==> images/clock_wires.png <==
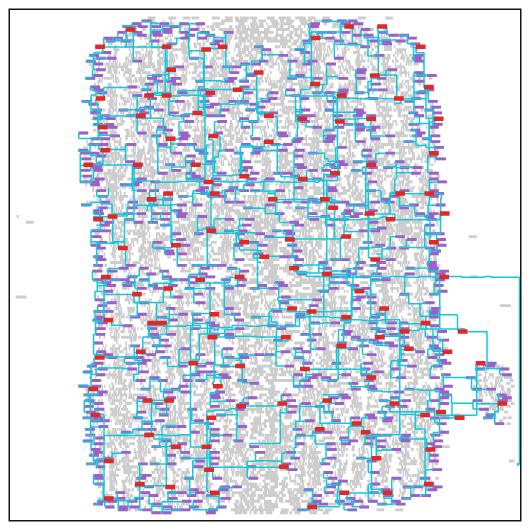
==> images/route_heat.png <==
24 x 24 tiles, from black (low) to pale yellow (high), scaled to the fullest tile. Values are wire area over tile area, all layers added.
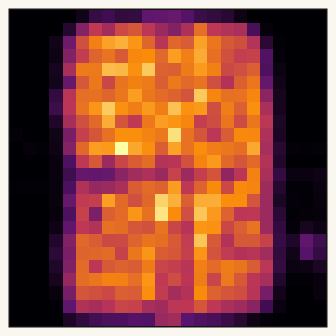
[src/rtl/rf_pkg.sv]
// Shared types and constants for the integer register file and its WB write interface.
package rf_pkg;

  localparam int DATA_W   = 32;
  localparam int ADDR_W   = 5;
  localparam int NUM_REGS = 1 << ADDR_W;
  localparam int REG_ZERO = 0;

  typedef logic [ADDR_W-1:0] reg_idx_t;
  typedef logic [DATA_W-1:0] reg_word_t;

  // One WB-stage write as seen by the register file.
  typedef struct packed {
    logic      we;
    reg_idx_t  rd;
    reg_word_t data;
  } wb_wr_t;

  // Register 0 is architecturally zero; every consumer checks against it the same way.
  function automatic logic is_zero_idx(input reg_idx_t idx);
    return idx == reg_idx_t'(REG_ZERO);
  endfunction

endpackage

[src/rtl/rf_read_port.sv]
// One combinational read port: returns zero for x0, optionally forwards the
// write being committed this cycle, otherwise returns the stored value.
module rf_read_port
  import rf_pkg::*;
(
  input  reg_idx_t  rd_idx,
  input  reg_word_t regs [NUM_REGS],
  input  wb_wr_t    wb,
  input  logic      byp_en,
  output reg_word_t rd_data
);

  // Zero / bypass / array select for this port.
  always_comb begin
    rd_data = '0;
    if (!is_zero_idx(rd_idx)) begin
      if (byp_en && wb.we && !is_zero_idx(wb.rd) && (wb.rd == rd_idx)) begin
        rd_data = wb.data;
      end else begin
        rd_data = regs[rd_idx];
      end
    end
  end

endmodule

[src/rtl/reg_file_wb_sink.sv]
// Integer register file fed by the WB stage: one write per clock, two ID-stage
// read ports with optional same-cycle forwarding, one unforwarded debug port,
// and a saturating count of committed writes.
// DATA_W / ADDR_W / NUM_REGS must stay equal to the rf_pkg values because the
// storage and the read ports are built from the package types.
module reg_file_wb_sink #(
  parameter int DATA_W    = rf_pkg::DATA_W,
  parameter int ADDR_W    = rf_pkg::ADDR_W,
  parameter int NUM_REGS  = rf_pkg::NUM_REGS,
  parameter int BYPASS_EN = 1,
  parameter int CNT_W     = 16
) (
  input  logic              clk,
  input  logic              rst_n,
  input  logic              RegWrite,
  input  logic [ADDR_W-1:0] RegisterRd,
  input  logic [DATA_W-1:0] WriteData,
  input  logic [ADDR_W-1:0] ReadRegister1,
  input  logic [ADDR_W-1:0] ReadRegister2,
  output logic [DATA_W-1:0] ReadData1,
  output logic [DATA_W-1:0] ReadData2,
  input  logic [ADDR_W-1:0] DbgAddr,
  output logic [DATA_W-1:0] DbgData,
  output logic [CNT_W-1:0]  WriteCount
);

  import rf_pkg::*;

  localparam logic BYP_ON = (BYPASS_EN != 0);

  wb_wr_t    wb;
  logic      commit;
  reg_word_t regs_q [NUM_REGS];
  reg_word_t regs_d [NUM_REGS];
  logic [CNT_W-1:0] cnt_q;
  logic [CNT_W-1:0] cnt_d;

  // Bundle the WB write; it is suppressed while reset is held so nothing
  // (including the bypass path) can leak data out during reset.
  always_comb begin
    wb.we   = RegWrite & rst_n;
    wb.rd   = RegisterRd;
    wb.data = WriteData;
    commit  = wb.we & ~is_zero_idx(wb.rd);
  end

  // Write decode: only the addressed register changes; x0 is forced to zero.
  always_comb begin
    regs_d = regs_q;
    if (commit) begin
      regs_d[wb.rd] = wb.data;
    end
    regs_d[REG_ZERO] = '0;
  end

  // Committed-write counter, saturating at all ones.
  always_comb begin
    cnt_d = cnt_q;
    if (commit && (cnt_q != {CNT_W{1'b1}})) begin
      cnt_d = cnt_q + CNT_W'(1);
    end
  end

  // Storage and counter; reset clears immediately, dropping any in-flight write.
  always_ff @(posedge clk or negedge rst_n) begin
    if (!rst_n) begin
      for (int i = 0; i < NUM_REGS; i++) begin
        regs_q[i] <= '0;
      end
      cnt_q <= '0;
    end else begin
      regs_q <= regs_d;
      cnt_q  <= cnt_d;
    end
  end

  assign WriteCount = cnt_q;

  rf_read_port u_port1 (
    .rd_idx  (ReadRegister1),
    .regs    (regs_q),
    .wb      (wb),
    .byp_en  (BYP_ON),
    .rd_data (ReadData1)
  );

  rf_read_port u_port2 (
    .rd_idx  (ReadRegister2),
    .regs    (regs_q),
    .wb      (wb),
    .byp_en  (BYP_ON),
    .rd_data (ReadData2)
  );

  // Debug port always shows committed state only.
  rf_read_port u_port_dbg (
    .rd_idx  (DbgAddr),
    .regs    (regs_q),
    .wb      (wb),
    .byp_en  (1'b0),
    .rd_data (DbgData)
  );

endmodule
[config.mk]
export PLATFORM = sky130hd
export DESIGN_NAME = reg_file_wb_sink
export DESIGN_NICKNAME = d
export VERILOG_FILES = /design/src/rtl/rf_pkg.sv /design/src/rtl/rf_read_port.sv /design/src/rtl/reg_file_wb_sink.sv
export SDC_FILE = /design/constraint.sdc
export NUM_CORES = 2
export LEC_CHECK = 0
export ABC_AREA = 1
export CAP_MARGIN = 25
export CORE_MARGIN = 5
export CORE_UTILIZATION = 30
export CTS_CLUSTER_SIZE = 30
export DETAILED_ROUTE_END_ITERATION = 8
export GPL_ROUTABILITY_DRIVEN = 0
export MAX_ROUTING_LAYER = met4
export PLACE_DENSITY_LB_ADDON = 0.25
export SYNTH_ARGS = -nofsm -noshare
export SYNTH_HDL_FRONTEND = slang
export SYNTH_SLANG_ARGS = --single-unit
[constraint.sdc]
create_clock -name clk -period 3.5 [get_ports clk]
set_clock_uncertainty 0.05 [all_clocks]
set_input_delay 1.05 -clock clk [delete_from_list [all_inputs] [get_ports clk]]
set_output_delay 1.05 -clock clk [all_outputs]
set_load 0.05 [all_outputs]
==> results_slide.txt <==
Key Metrics from the Run

Worst setup path
  – WP data required: 2.40 ns
  – CP cell instances: clkbuf_16 > inv_16 > buf_16 > clkbuf_16 > buf_4 > nand2_1 > nand3_1 > nand3_1 > nand3_2 > nand3_4 > nand3_4 > nand2_4 > buf_12
  – Crit path kind: in2out
  – Crit-path slowest cell: clkbuf_16
  – Critical path capture point type: output port
  – Endpoint of the worst register-to-register path: WriteCount[5]$_DFFE_PN0P_
  – CP peak stage delay: 0.24 ns
  – Critical Path Start: ReadRegister1[0]
  – Reg2Reg Depth: 9
  – RR Startpoint: WriteCount[0]$_DFFE_PN0P_
  – R2R setup slack: 1.69 ns
  – WP data arrival: 2.78 ns
  – Critical path launch point type: input port
  – Critical path destination: ReadData1[23]
  – Crit. path cell count: 13
  – Crit path buf inv count: 6
  – Worst path top cell family by delay: buffers and inverters

Global route
  – Largest net degree at the start of global routing: 166
  – First-pass GRT wire length: 535000 um
  – GRT overflow: 0
  – Initial antenna violation count: 3
  – GR Util All Layers: 32.1%

Clock network
  – CTS tree: done
  – Clock Tree Buf Depth: 3
  – Post-CTS Hold Buffers: 0
  – Clk pin slew, worst setup/hold paths: 0.05 ns
  – CTS Sinks: 1008
  – Post-CTS Resized: 801
  – Latency at later pin: 0.81 ns
  – Num CTS Buffers: 130
  – H-tree levels: 4
  – Setup bufs post-CTS: 101
  – Clock root cell: clkbuf_16

Final layout
  – Sequential cell area: 25200 um^2
  – MI comb area: 40000 um^2
  – Layout Cells excl Fill: 14040
  – Layout fillers: 22237
  – Fin util: 42.8%
  – Layout Nets: 11024

Worst hold path
  – Hold Path Class: reg2reg

Route
  – Wirelength, routed: 387000 um
  – First-pass DRT Iterations: 9
  – DRC viols: 11
  – WL/cell: 27.6 um
  – Antenna viol nets, final: 0
  – Vias per inst: 5.84
  – Via count: 81950

Logic synthesis
  – Syn Area/Cell: 6.34 um^2
  – Yosys Warn Count: 0
  – Floorplan Nets: 10604
  – Ys flops: 1008
  – Synthesis area per yosys: 66900 um^2
  – Cells after Synth: 10548
  – Post-Synthesis Cell Area: 66900 um^2
  – Distinct lib cells: 30
  – Yosys cell count: 10548

Die
  – Std-Cell Rows: 173
  – Die Wd: 482 um
  – Placeable Area: 222000 um^2
  – FP Util: 30.1%
  – Die area: 232000 um^2
  – Chip height: 482 um

Final timing
  – Setup-failing EPs final: 96
  – Crit path time final: 3.88 ns
  – Endpoints failing hold: 0
  – Max-slew violation count: 0
  – Final period utilization: 111%
  – Min Hold Slack: 0.435 ns
  – Max Clock Freq: 0.258 GHz
  – Setup slack after layout: -0.381 ns
  – Least-Margin Pin Slew: 1.32 ns

Pwr
  – Peak VDD IR: 0.533 mV
  – PwrDens: 432 nW/um^2
  – LEAKAGE: 43.6 nW
  – Power Total: 41.1 mW

Placement
  – DP HPWL: 235000 um
  – Instance area at placement: 80000 um^2
  – Pre-CTS setup slack: -0.880 ns
  – Post-Place Cells: 13572

Status
  – Failing checks: design-rule violations, negative setup slack
  – Outcome: finished with violations

Flow run
  – Tool Warnings: 39
  – Max cap viols: 0
Notes on clock_wires.png above:
Key: red = clock-net drivers [count 130]; purple = flip-flops [count 1008]; cyan = clock wires [length 17000 um]
There are 131 routed clock nets.

Notes on route_heat.png above:
The fullest tile reaches 0.80. 25% of the tiles are nearly empty. The mean over all tiles is 0.30. 44% of the tiles are over half the peak.

-- final cells by class --
class	instances	share of cell area, %
inverters	989	4.11
clock buffers	170	3.82
clock inverters	56	0.792
well taps	2975	3.91
flip-flops and latches	1008	26.5
repair buffers	1191	18.7
repair inverters	4	0.0684
multi-input cells	7644	42.1
diodes	3	0.00789
-- synth_stat cells (all sizes together) --
cell / instances / area, um^2
inv: 986 / 3700
xor2: 11 / 96.3
clkinv: 3 / 11.3
or2: 14 / 87.6
nand4: 25 / 201
o21ai: 1347 / 6740
dfrtp: 1008 / 25200
nor3: 13 / 104
nor2: 397 / 1510
o211ai: 177 / 1330
xnor2: 4 / 35.0
a21oi: 342 / 1710
nand3: 1667 / 8340
a31oi: 217 / 1360
nand2: 3429 / 12900
buf: 124 / 566
clkbuf: 783 / 2940
ha: 1 / 12.5
-- metal layers --
metal	track usage, %	vias up	share of wire, %
met5	-	-	0
met4	25.0	0	10
met3	7.46	1905	12
met2	45.9	6183	42
met1	38.9	38600	36
li1	-	35262	-
-- logic make-up after synthesis --
family / count (synthesis) / synth area share [%]
AOI/OAI and AO/OA: 2083 / 16.7
DFF: 1008 / 37.7
adders and majority gates: 1 / 0.0187
xor gates and xnor gates: 15 / 0.196
buffers and inverters: 1896 / 10.8
and+or+nand+nor: 5545 / 34.6
-- worst min-delay path by stage --
stage                                        from                       to  slack, ns  cells past startpoint
after floorplan           regs_q[157]$_DFFE_PN0P_  regs_q[157]$_DFFE_PN0P_       0.40                      2
after global placement    regs_q[742]$_DFFE_PN0P_  regs_q[742]$_DFFE_PN0P_       0.42                      2
after detailed placement  regs_q[675]$_DFFE_PN0P_  regs_q[675]$_DFFE_PN0P_       0.42                      2
after CTS                 regs_q[675]$_DFFE_PN0P_  regs_q[675]$_DFFE_PN0P_       0.44                      2
after global routing      regs_q[488]$_DFFE_PN0P_  regs_q[488]$_DFFE_PN0P_       0.45                      2
final                     regs_q[424]$_DFFE_PN0P_  regs_q[424]$_DFFE_PN0P_       0.43                      2
-- registers in the layout (all words and copies together), names as in the netlist --
name        cells
regs_q        992
WriteCount     16
-- layout by cell type (no fill, tap or decap), types with 10 or more instances in the layout --
cell type,synthesis,layout
bufbuf_16,0,11
a21oi_1,342,261
o21ai_1,363,472
nor2_2,5,47
inv_1,975,964
nor2_4,1,16
or2_2,14,12
a21oi_2,0,77
clkbuf_1,783,19
clkinv_2,0,18
nand2_1,3417,3170
clkbuf_8,0,19
o211ai_1,177,177
nor2_1,391,334
buf_4,4,442
buf_16,0,94
nand2_4,1,156
a31oi_2,0,16
nand3_4,0,90
bufinv_16,0,14
dfrtp_1,1008,1008
clkdlybuf4s50_1,0,48
xor2_1,11,11
buf_8,0,50
nand3_2,0,390
inv_6,0,11
clkbuf_16,0,182
nand3_1,1667,1187
o21ai_0,984,873
nand4_1,22,22
clkinvlp_4,0,10
nand2_2,11,97
buf_12,0,403
a31oi_4,0,24
buf_6,1,85
a31oi_1,217,177
-- report_power, final --
| group | internal (mW) | switching, mW |
|---|---|---|
| Clock | 8.37 | 5.93 |
| Combinational | 4.55 | 7.73 |
| Sequential | 13.2 | 1.28 |
Power is estimated from default activity; no workload was simulated.
